### config.mk
export PLATFORM = sky130hd
export DESIGN_NAME = if_fetch_unit
export DESIGN_NICKNAME = d
export VERILOG_FILES = /design/src/rtl/if_pkg.sv /design/src/rtl/if_pc_reg.sv /design/src/rtl/if_fetch_unit.sv
export SDC_FILE = /design/constraint.sdc
export NUM_CORES = 1
export LEC_CHECK = 0
export ABC_AREA = 1
export ABC_CLOCK_PERIOD_IN_PS = 2500
export CORE_MARGIN = 2
export CORE_UTILIZATION = 50
export DETAILED_ROUTE_END_ITERATION = 8
export GPL_ROUTABILITY_DRIVEN = 0
export GPL_TIMING_DRIVEN = 0
export HOLD_SLACK_MARGIN = 0.12
export PLACE_DENSITY = 0.86
export RECOVER_POWER = 25
export SYNTH_ARGS = -nofsm -noshare
export SYNTH_HDL_FRONTEND = slang
export SYNTH_HIERARCHICAL = 1
export SYNTH_SLANG_ARGS = --single-unit
### constraint.sdc
create_clock -name clk -period 2.5 [get_ports clk]
set_clock_uncertainty 0.1 [all_clocks]
set_input_delay 0.375 -clock clk [delete_from_list [all_inputs] [get_ports clk]]
set_output_delay 0.375 -clock clk [all_outputs]
set_load 0.05 [all_outputs]
### src/rtl/if_pkg.sv
// Shared types and constants for the instruction-fetch front end.
// Optional feature macro used by this slice: IF_MISALIGN_CHECK_EN.
package if_pkg;

  typedef enum logic [2:0] {
    IDLE  = 3'd0,
    REQ   = 3'd1,
    WAIT  = 3'd2,
    HOLD  = 3'd3,
    DRAIN = 3'd4
  } if_state_t;

  localparam logic [31:0] INSTR_NOP = 32'h0000_0000;
  localparam logic [31:0] PC_STEP   = 32'd4;

  // Force a byte address onto a word boundary.
  function automatic logic [31:0] align_word(input logic [31:0] addr);
    return {addr[31:2], 2'b00};
  endfunction

endpackage

### src/rtl/if_pc_reg.sv
// Architectural PC register: redirect, sequential increment and optional word alignment.
// Alignment masking and the misalign pulse exist only when IF_MISALIGN_CHECK_EN is defined.
module if_pc_reg
  import if_pkg::*;
#(
  parameter logic [31:0] RESET_PC = 32'h0000_0000
) (
  input  logic        clk,
  input  logic        rst,
  input  logic        redirect_i,
  input  logic [31:0] redirect_addr_i,
  input  logic        inc_i,
  output logic [31:0] pc_o,
  output logic        misalign_o
);

  logic [31:0] pc_q, pc_d;
  logic [31:0] target_s;
  logic        misalign_q, misalign_d;

`ifdef IF_MISALIGN_CHECK_EN
  assign target_s   = align_word(redirect_addr_i);
  assign misalign_d = redirect_i & (redirect_addr_i[1:0] != 2'b00);
`else
  assign target_s   = redirect_addr_i;
  assign misalign_d = 1'b0;
`endif

  // Redirect wins over increment; increment wraps modulo 2^32.
  always_comb begin
    pc_d = pc_q;
    if (redirect_i) begin
      pc_d = target_s;
    end else if (inc_i) begin
      pc_d = pc_q + PC_STEP;
    end else begin
      pc_d = pc_q;
    end
  end

  // PC and misalign pulse registers.
  always_ff @(posedge clk or posedge rst) begin
    if (rst) begin
      pc_q       <= RESET_PC;
      misalign_q <= 1'b0;
    end else begin
      pc_q       <= pc_d;
      misalign_q <= misalign_d;
    end
  end

  assign pc_o       = pc_q;
  assign misalign_o = misalign_q;

endmodule

### src/rtl/if_fetch_unit.sv
// Instruction-fetch front end: single-outstanding imem handshake feeding the IF/ID register.
// Build option IF_MISALIGN_CHECK_EN enables redirect alignment and the fetch_misalign pulse.
module if_fetch_unit
  import if_pkg::*;
#(
  parameter logic [31:0] RESET_PC = 32'h0000_0000
) (
  input  logic        clk,
  input  logic        rst,
  input  logic        freeze,
  input  logic        mem_freeze,
  input  logic        flush,
  input  logic [31:0] branch_addr,
  output logic        imem_req,
  output logic [31:0] imem_addr,
  input  logic        imem_ready,
  input  logic        imem_rvalid,
  input  logic [31:0] imem_rdata,
  output logic [31:0] PC_out,
  output logic [31:0] Instruction_out,
  output logic        fetch_busy,
  output logic        fetch_misalign
);

  if_state_t   state_q, state_d;
  logic        out_valid_q, out_valid_d;
  logic [31:0] out_inst_q, out_inst_d;
  logic [31:0] out_pc_q, out_pc_d;
  logic [31:0] pc_s;
  logic        inc_s;
  logic        consume_s;
  logic        misalign_s;

  if_pc_reg #(.RESET_PC(RESET_PC)) u_pc (
    .clk            (clk),
    .rst            (rst),
    .redirect_i     (flush),
    .redirect_addr_i(branch_addr),
    .inc_i          (inc_s),
    .pc_o           (pc_s),
    .misalign_o     (misalign_s)
  );

  assign consume_s = out_valid_q & ~freeze & ~mem_freeze & ~flush;

  // Next state and output buffer; a redirect must still swallow any response already owed to us.
  always_comb begin
    state_d     = state_q;
    out_valid_d = out_valid_q;
    out_inst_d  = out_inst_q;
    out_pc_d    = out_pc_q;
    inc_s       = 1'b0;
    if (flush) begin
      out_valid_d = 1'b0;
      case (state_q)
        REQ:     state_d = imem_ready  ? DRAIN : REQ;
        WAIT:    state_d = imem_rvalid ? REQ   : DRAIN;
        DRAIN:   state_d = imem_rvalid ? REQ   : DRAIN;
        default: state_d = REQ;
      endcase
    end else begin
      case (state_q)
        IDLE: state_d = REQ;
        REQ: begin
          if (imem_ready) begin
            state_d = WAIT;
          end else begin
            state_d = REQ;
          end
        end
        WAIT: begin
          if (imem_rvalid) begin
            out_inst_d  = imem_rdata;
            out_pc_d    = pc_s + PC_STEP;
            out_valid_d = 1'b1;
            inc_s       = 1'b1;
            state_d     = HOLD;
          end else begin
            state_d = WAIT;
          end
        end
        HOLD: begin
          if (consume_s) begin
            out_valid_d = 1'b0;
            state_d     = REQ;
          end else begin
            state_d = HOLD;
          end
        end
        DRAIN: begin
          if (imem_rvalid) begin
            state_d = REQ;
          end else begin
            state_d = DRAIN;
          end
        end
        default: state_d = IDLE;
      endcase
    end
  end

  // State and output-buffer registers.
  always_ff @(posedge clk or posedge rst) begin
    if (rst) begin
      state_q     <= IDLE;
      out_valid_q <= 1'b0;
      out_inst_q  <= INSTR_NOP;
      out_pc_q    <= 32'h0000_0000;
    end else begin
      state_q     <= state_d;
      out_valid_q <= out_valid_d;
      out_inst_q  <= out_inst_d;
      out_pc_q    <= out_pc_d;
    end
  end

  assign imem_req        = (state_q == REQ);
  assign imem_addr       = imem_req ? pc_s : 32'h0000_0000;
  assign PC_out          = out_valid_q ? out_pc_q : 32'h0000_0000;
  assign Instruction_out = out_valid_q ? out_inst_q : INSTR_NOP;
  assign fetch_busy      = ~out_valid_q;
  assign fetch_misalign  = misalign_s;

endmodule

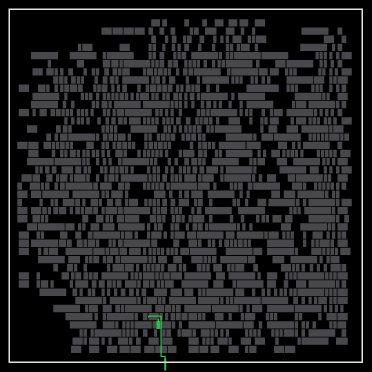
Run 1: port wiring
Scale: 3 px per um.
Green marks `imem_ready`, bits 1, direction input, end cells 1, buffers 1, wire 22.8 um.
# IOs: 170
PortBufs: 168

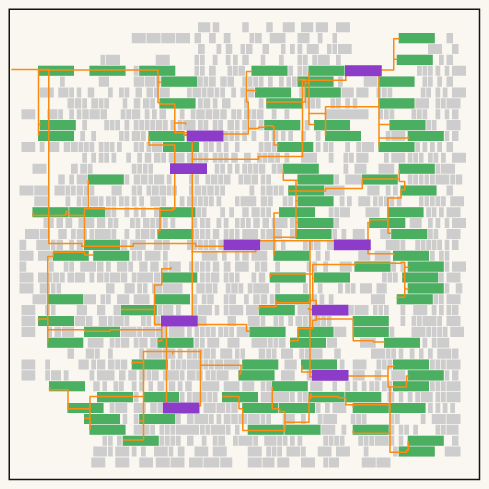
Run 1: clock distribution
Scale: 4 px per um.
Green marks flip-flops, count 100. Purple marks cells driving clock nets, count 9. Orange marks clock wires, length 1270 um.
There are 10 routed clock nets.
later-pin clock latency in the skew report: 0.36 ns
Clk power: 1470 uW
Clock power frac: 0.230

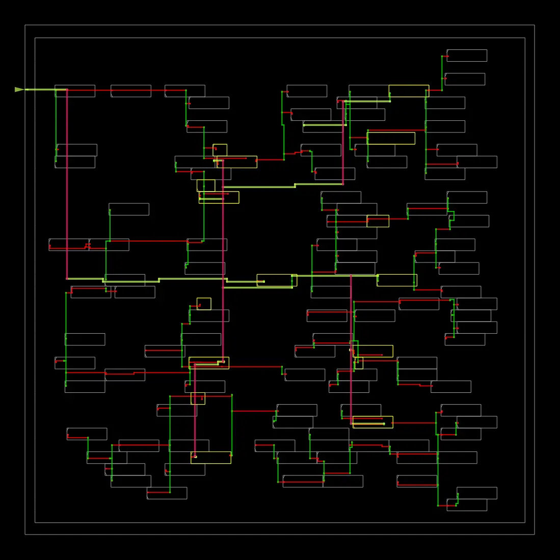
Run 1: clock routing
# clk buffers: 10
cts bufs inserted: 9

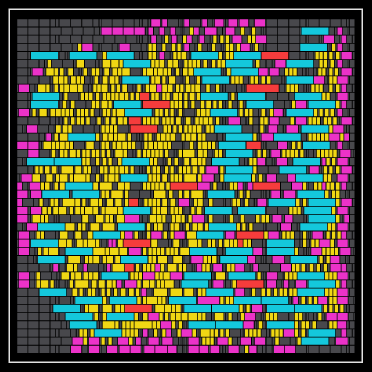
Run 1: cell classes on the final placement
Scale: 3 px per um. Fill, decap, tap and diode cells in gray.
Yellow marks all other logic, cells 833, share of their area 45%. Magenta marks other buffers and delay cells, cells 202, share of their area 21%. Red marks clock drivers and dummy loads, cells 16, share of their area 3.8%. Cyan marks flip-flops, cells 100, share of their area 30%.
flop share of the area: 0.296
core area: 12600 sq um
post-layout util: 0.672
post-route cell area: 8450 sq um
Core Rows: 41

==> run_results.csv, run 1 <==
group,metric,value,unit
route,ant_nets,0,
critical_path,path_max_fanout,10,
finish,area_growth,31.9,%
yosys,ff_type,"dfrtp_1",
critical_path,crit-reg2reg-launch,"state_q[0]",
finish,fin_cells,1323,
route,drt_iter0_markers,538,
critical_path,crit_buf_inv,3,
route,dr.pass1.iters,8,
finish,lay_top_count,"nand2_1",
critical_path,criticalPathCategory,"reg2out",
yosys,yosys_area,6410,sq um
route,wl_met3,1260,um
finish,lay_top_cells,"nand2_1 (404), inv_1 (134), dfrtp_1 (100)",
finish,sh_comb_area,0.374,
yosys,synth_adder_area_share,0.00391,
route,met2_length,8870,um
cts,ctsResizeCount,146,
yosys,simple_gate_share,0.407,
status,outcome,"completed",
grt,grt_max_degree,37,
route,drc,0,
power,powerDensity,757,nW/um^2
timing,setup_slack,0.0549,ns
critical_path,worst_r2r_path_depth,12,
cts,cts_setup_buffers,0,
timing,worst_pin_slew,1.42,ns
run,cap_violations,0,
floorplanning,die_y,117,um
finish,inverters,139,
timing,hold_violations,0,
timing,holdWs,0.288,ns
yosys,ys_cells,966,
yosys,netlist_instances,966,
critical_path,path_cells,"nor3_4, inv_1, buf_2, nor2_1, clkdlybuf4s18_2",
power,ir_drop,374,uV
power,comb_power,2370,uW
finish,clk_share,0.0369,
yosys,synth-edff-count,0,
power,swShare,0.423,
grt,grt_pass1_wl,29000,um
power,comb_power_share,0.371,
floorplanning,dieArea,13700,sq um
cts,clockBufferDepth,2,
floorplanning,fp_util,0.510,
timing,final-max-slew-violation-count,0,
yosys,synthMuxAreaShare,0,
route,post_drt_wl_per_cell,13.9,um
timing,rsz0062_at_grt,"no",
yosys,numSynthFlops,100,
timing,tns,0,ns
power,largestPowerGroup,"registers",
critical_path,critical_path_cell_count,5,
route,drt_wl_total,18400,um
finish,logic_gate_count,694,
yosys,ys_seq_frac,0.391,
yosys,yosysTopAreaCellShare,0.391,
finish,area_share_nonclk_buffers,0.206,
cts,cts_root_buf,"clkbuf_16",
critical_path,required,2.03,ns
finish,diodes,0,
finish,n_fill_cell,1137,
critical_path,max_stage_delay,0.47,ns
timing,slew_headroom,0.0500,
critical_path,r2r-end,"u_pc/pc_o[27]",
yosys,async_flop_share,1.00,
grt,busiest_layer,"met2",
critical_path,reg2reg_slack,0.35,ns
yosys,syn_area,6410,sq um
yosys,common_cells,"nand2_1 (404), inv_1 (135), dfrtp_1 (100), nor2_1 (92), nand3_1 (72)",
route,top_layer_used,"met4",
yosys,avgSynthCellArea,6.63,sq um
yosys,top_logic_kind,"simple AND/OR/NAND/NOR gates",
yosys,topCellsByArea,"dfrtp_1 (39%), nand2_1 (24%), inv_1 (7.9%), nand3_1 (5.6%), nor2_1 (5.4%)",
cts,cts_sinks,100,
place,pre_cts_ws,-0.257,ns
Run 1, signal wires on met2:
Scale: 4 px per um.
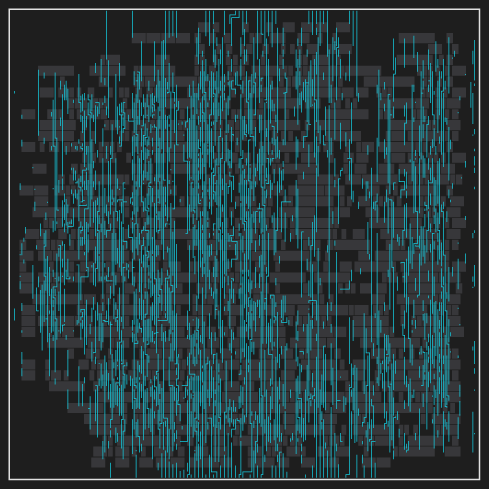

--- run 2 (diff from run 1) ---
- SETUP_SLACK_MARGIN: default -> 0.4
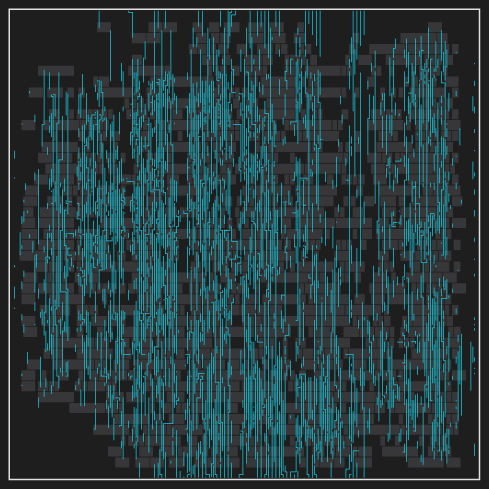
Run 2: signal wires on met2
Scale: 4 px per um.
The layer holds 49% of the routed length. The longest straight run is 49.6 um.
Via Count: 6684
met2 Track Usage GR: 0.477
Routed WL: 18700 um

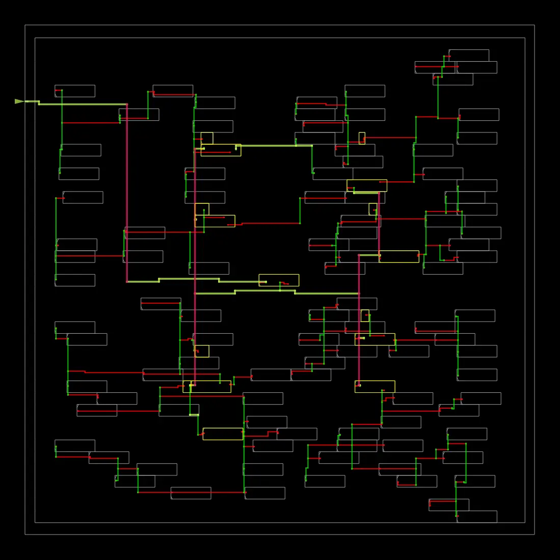
Run 2: clock routing
Clk power: 1300 uW
Flops: 100

==> run_results.csv, run 2 <==
group,metric,value,unit
finish,logic_gate_count,695,
run,cap_violations,0,
timing,setup_slack,0.371,ns
place,placed_area,8470,sq um
finish,lay_top_cells,"nand2_1 (404), inv_1 (133), dfrtp_1 (99)",
cts,cts_setup_buffers,2,
grt,grt.total_usage,0.270,
yosys,synthMuxAreaShare,0,
timing,rsz0062_at_grt,"yes",
floorplanning,fp_util,0.510,
power,ir_drop,398,uV
grt,busiest_layer,"met2",
finish,area_share_nonclk_buffers,0.205,
finish,diodes,0,
critical_path,path_cells,"inv_1, nor3_4, inv_4, clkbuf_16, nor2_4, buf_6",
finish,final-seq-area,2500,sq um
finish,sh_comb_area,0.386,
finish,logic_area,3310,sq um
yosys,yosys_area,6410,sq um
cts,cts-buffers-inserted,9,
finish,drive_gt1_frac,0.198,
timing,holdWs,0.374,ns
power,largestPowerGroup,"combinational cells",
yosys,synth_adder_area_share,0.00391,
cts,ctsResizeCount,471,
power,swShare,0.426,
cts,clock_latency,0.34,ns
critical_path,criticalPathCategory,"reg2out",
critical_path,required,2.03,ns
yosys,numSynthFlops,100,
finish,clock_buffers,10,
grt,grt_pass1_vias,6124,
grt,grt-ovfl-total,0,
critical_path,crit_buf_inv,4,
route,drc,0,
critical_path,critPathLaunchType,"register",
cts,clkTransAtPathRegs,0.07,ns
yosys,top_logic_kind,"simple AND/OR/NAND/NOR gates",
yosys,yosysTopAreaCellShare,0.391,
floorplanning,die_y,117,um
power,intPower,3870,uW
power,comb_power_share,0.429,
timing,final-max-slew-violation-count,0,
critical_path,r2r-end,"u_pc/pc_o[23]",
yosys,common_cells,"nand2_1 (404), inv_1 (135), dfrtp_1 (100), nor2_1 (92), nand3_1 (72)",
critical_path,path_max_fanout,6,
timing,slew_headroom,0.0607,
floorplanning,dieArea,13700,sq um
cts,clockBufferDepth,2,
route,drt_iter0_markers,508,
floorplanning,row_count,41,
power,powerDensity,785,nW/um^2
route,wl_met3,1370,um
finish,clk_share,0.0313,
critical_path,max_stage_delay,0.36,ns
timing,hold_violations,0,
yosys,simple_gate_share,0.407,
critical_path,crit-reg2reg-launch,"state_q[2]",
route,post_drt_wl_per_cell,14.0,um
finish,lay_top_count,"nand2_1",
yosys,netlist_instances,966,
route,top_layer_used,"met4",
floorplanning,core,12600,sq um
route,dr.pass1.iters,5,
route,met2_length,9120,um
finish,area_growth,34.1,%
cts,cts_sinks,100,
power,clkPwrFrac,0.193,
yosys,topCellsByArea,"dfrtp_1 (39%), nand2_1 (24%), inv_1 (7.9%), nand3_1 (5.6%), nor2_1 (5.4%)",
grt,grt_max_degree,38,
finish,inverters,139,
worst_hold_path,hold_depth,2,
cts,cts_root_buf,"clkbuf_16",
critical_path,critPathSlowestCell,"dfrtp_1",
place,pre_cts_ws,-0.255,ns
timing,worst_pin_slew,1.40,ns
yosys,avgSynthCellArea,6.63,sq um
timing,fin_crit_sh,0.852,
critical_path,crit_start,"state_q[0]",
status,outcome,"completed",
timing,tns,0,ns
critical_path,worst_r2r_path_depth,12,
yosys,ys_cells,966,
grt,grt_pass1_wl,28700,um
yosys,post-synth-top-count-cell,"nand2_1",
critical_path,critical_path_cell_count,6,
yosys,ys_seq_frac,0.391,
floorplanning,io_pins,170,
place,port_buffers,168,
yosys,async_flop_share,1.00,
yosys,synthDistinctLibCells,33,
finish,fin_cells,1329,
power,comb_power,2890,uW
route,ant_nets,0,
finish,n_fill_cell,1059,
yosys,ff_type,"dfrtp_1",
yosys,synth-edff-count,0,
yosys,syn_area,6410,sq um
critical_path,reg2reg_slack,0.53,ns
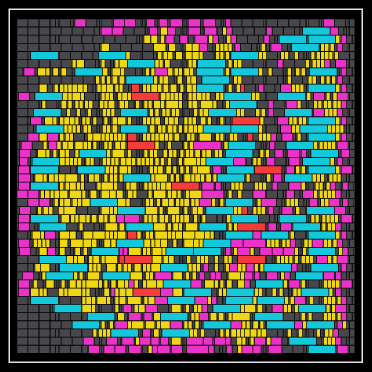
Run 2: cell classes on the final placement
Scale: 3 px per um. Fill, decap, tap and diode cells in gray.
Magenta marks other buffers and delay cells, cells 207, share of their area 21%. Cyan marks flip-flops, cells 100, share of their area 30%. Red marks clock drivers and dummy loads, cells 16, share of their area 3.2%. Yellow marks all other logic, cells 834, share of their area 46%.
post-layout util: 0.683
post-route cell area: 8590 sq um
flop share of the area: 0.291

Run 2, port wiring:
Scale: 3 px per um.
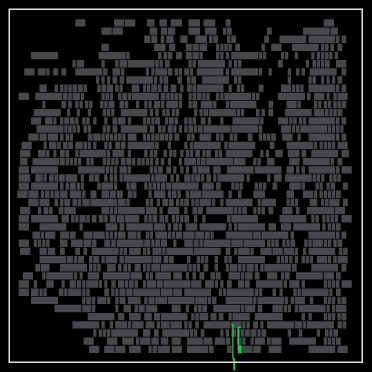

--- run 3 (diff from run 2) ---
--- a/config.mk
+++ b/config.mk
@@ -9,10 +9,10 @@
 export ABC_CLOCK_PERIOD_IN_PS = 2500
 export CORE_MARGIN = 2
-export CORE_UTILIZATION = 50
+export CORE_UTILIZATION = 35
 export DETAILED_ROUTE_END_ITERATION = 8
 export GPL_ROUTABILITY_DRIVEN = 0
 export GPL_TIMING_DRIVEN = 0
 export HOLD_SLACK_MARGIN = 0.12
-export PLACE_DENSITY = 0.86
+export PLACE_DENSITY = 0.65
 export RECOVER_POWER = 25
 export SETUP_SLACK_MARGIN = 0.4
==> constraint.sdc (replaced) <==
create_clock -name clk -period 2.5 [get_ports clk]
set_clock_uncertainty 0.1 [all_clocks]
set_input_delay 0.375 -clock clk [delete_from_list [all_inputs] [get_ports clk]]
set_output_delay 0.375 -clock clk [all_outputs]
set_load 0.1 [all_outputs]
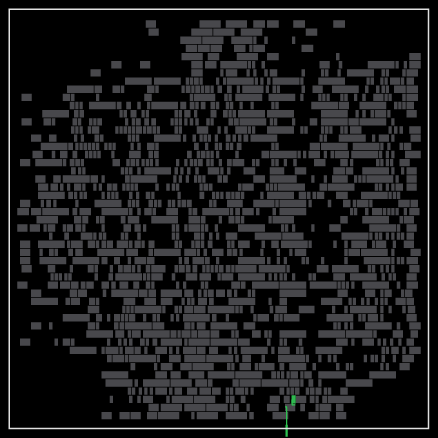
Run 3: port wiring
Scale: 3 px per um.
Green marks `imem_ready`, bits 1, direction input, end cells 1, buffers 1, wire 9.70 um.

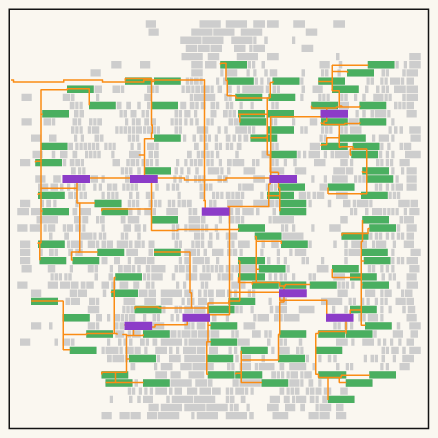
Run 3: clock distribution
Scale: 3 px per um.
Green marks flip-flops, count 100. Purple marks cells driving clock nets, count 9. Orange marks clock wires, length 1340 um.
There are 10 routed clock nets.
Clock power frac: 0.168
Clk power: 1360 uW

==> run_results.csv, run 3 <==
group,metric,value,unit
status,outcome,"completed",
floorplanning,die_y,139,um
yosys,ys_cells,966,
grt,grt_pass1_vias,5981,
route,vias,6388,
critical_path,max_stage_delay,0.38,ns
finish,logic_area,3410,sq um
yosys,ff_type,"dfrtp_1",
yosys,yosys_area,6410,sq um
timing,setup_slack,0.313,ns
floorplanning,fp_util,0.357,
timing,worst_pin_slew,1.40,ns
grt,grt_max_degree,39,
critical_path,path_max_fanout,10,
critical_path,criticalPathCategory,"reg2out",
critical_path,required,2.03,ns
yosys,syn_nets,1039,
grt,gr-usage-met2,0.336,
yosys,async_flop_share,1.00,
yosys,numSynthFlops,100,
yosys,ys_seq_frac,0.391,
critical_path,crit-reg2reg-launch,"state_q[1]",
floorplanning,dieArea,19400,sq um
finish,flops,100,
critical_path,r2r-end,"u_pc/pc_o[16]",
finish,clk_share,0.0306,
finish,inverters,139,
critical_path,worst_r2r_path_depth,11,
place,hpwl,14800,um
route,wl_met3,1110,um
cts,ctsResizeCount,704,
grt,grt-ovfl-total,0,
yosys,netlist_instances,966,
cts,clkTransAtPathRegs,0.07,ns
timing,tns,0,ns
timing,fin_crit_sh,0.875,
grt,busiest_layer,"met2",
finish,fin_cells,1383,
power,ir_drop,577,uV
timing,final-max-slew-violation-count,0,
finish,final_area,9360,sq um
finish,lay_top_count,"nand2_1",
finish,area_share_nonclk_buffers,0.251,
route,top_layer_used,"met4",
cts,cts_sinks,100,
power,power.switching,3850,uW
timing,rsz0062_at_grt,"yes",
finish,diodes,0,
route,met2_length,9450,um
critical_path,critPathSlowestCell,"dfrtp_1",
finish,sh_comb_area,0.364,
finish,logic_gate_count,695,
power,comb_power,4220,uW
run,cap_violations,0,
cts,clockBufferDepth,2,
place,port_buffers,168,
route,drt_wl_total,19600,um
route,ant_nets,0,
finish,final_util,0.521,
yosys,post-synth-top-count-cell,"nand2_1",
yosys,avgSynthCellArea,6.63,sq um
floorplanning,io_pins,170,
yosys,synthMuxAreaShare,0,
cts,clock_latency,0.36,ns
route,drc,0,
power,powerDensity,867,nW/um^2
power,swShare,0.474,
timing,slew_headroom,0.0583,
cts,cts-buffers-inserted,9,
finish,n_fill_cell,1763,
power,comb_power_share,0.520,
yosys,syn_area,6410,sq um
critical_path,critPathLaunchType,"register",
finish,final-seq-area,2500,sq um
timing,holdWs,0.370,ns
critical_path,reg2reg_slack,0.52,ns
grt,grt_pass1_wl,31000,um
yosys,top_logic_kind,"simple AND/OR/NAND/NOR gates",
yosys,topCellsByArea,"dfrtp_1 (39%), nand2_1 (24%), inv_1 (7.9%), nand3_1 (5.6%), nor2_1 (5.4%)",
yosys,synth_adder_area_share,0.00391,
finish,clock_buffers,11,
cts,cts_root_buf,"clkbuf_16",
critical_path,path_cells,"inv_2, nor3_4, inv_4, buf_12, nor2_4, buf_12",
yosys,simple_gate_share,0.407,
yosys,yosysTopAreaCellShare,0.391,
finish,drive_gt1_frac,0.204,
route,drt_iter0_markers,303,
timing,hold_violations,0,
place,pre_cts_ws,-0.605,ns
worst_hold_path,hold_depth,2,
critical_path,crit_buf_inv,4,
yosys,synthDistinctLibCells,33,
power,leakagePower,0.00486,uW
grt,grt.total_usage,0.199,
cts,cts_setup_buffers,1,
route,post_drt_wl_per_cell,14.1,um
power,intPower,4270,uW
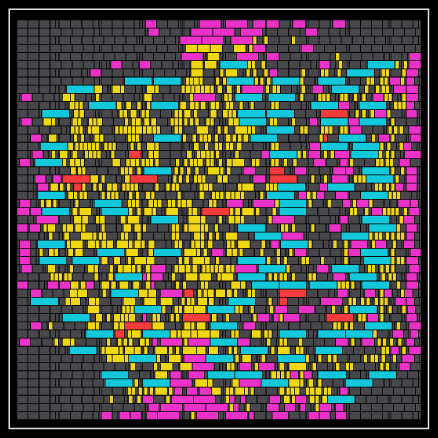
Run 3: cell classes on the final placement
Scale: 3 px per um. Fill, decap, tap and diode cells in gray.
Cyan marks flip-flops, cells 100, share of their area 28%. Yellow marks all other logic, cells 834, share of their area 43%. Magenta marks other buffers and delay cells, cells 204, share of their area 26%. Red marks clock drivers and dummy loads, cells 16, share of their area 3.2%.
flop share of the area: 0.267
Core Rows: 49

Power is estimated from default activity; no workload was simulated.
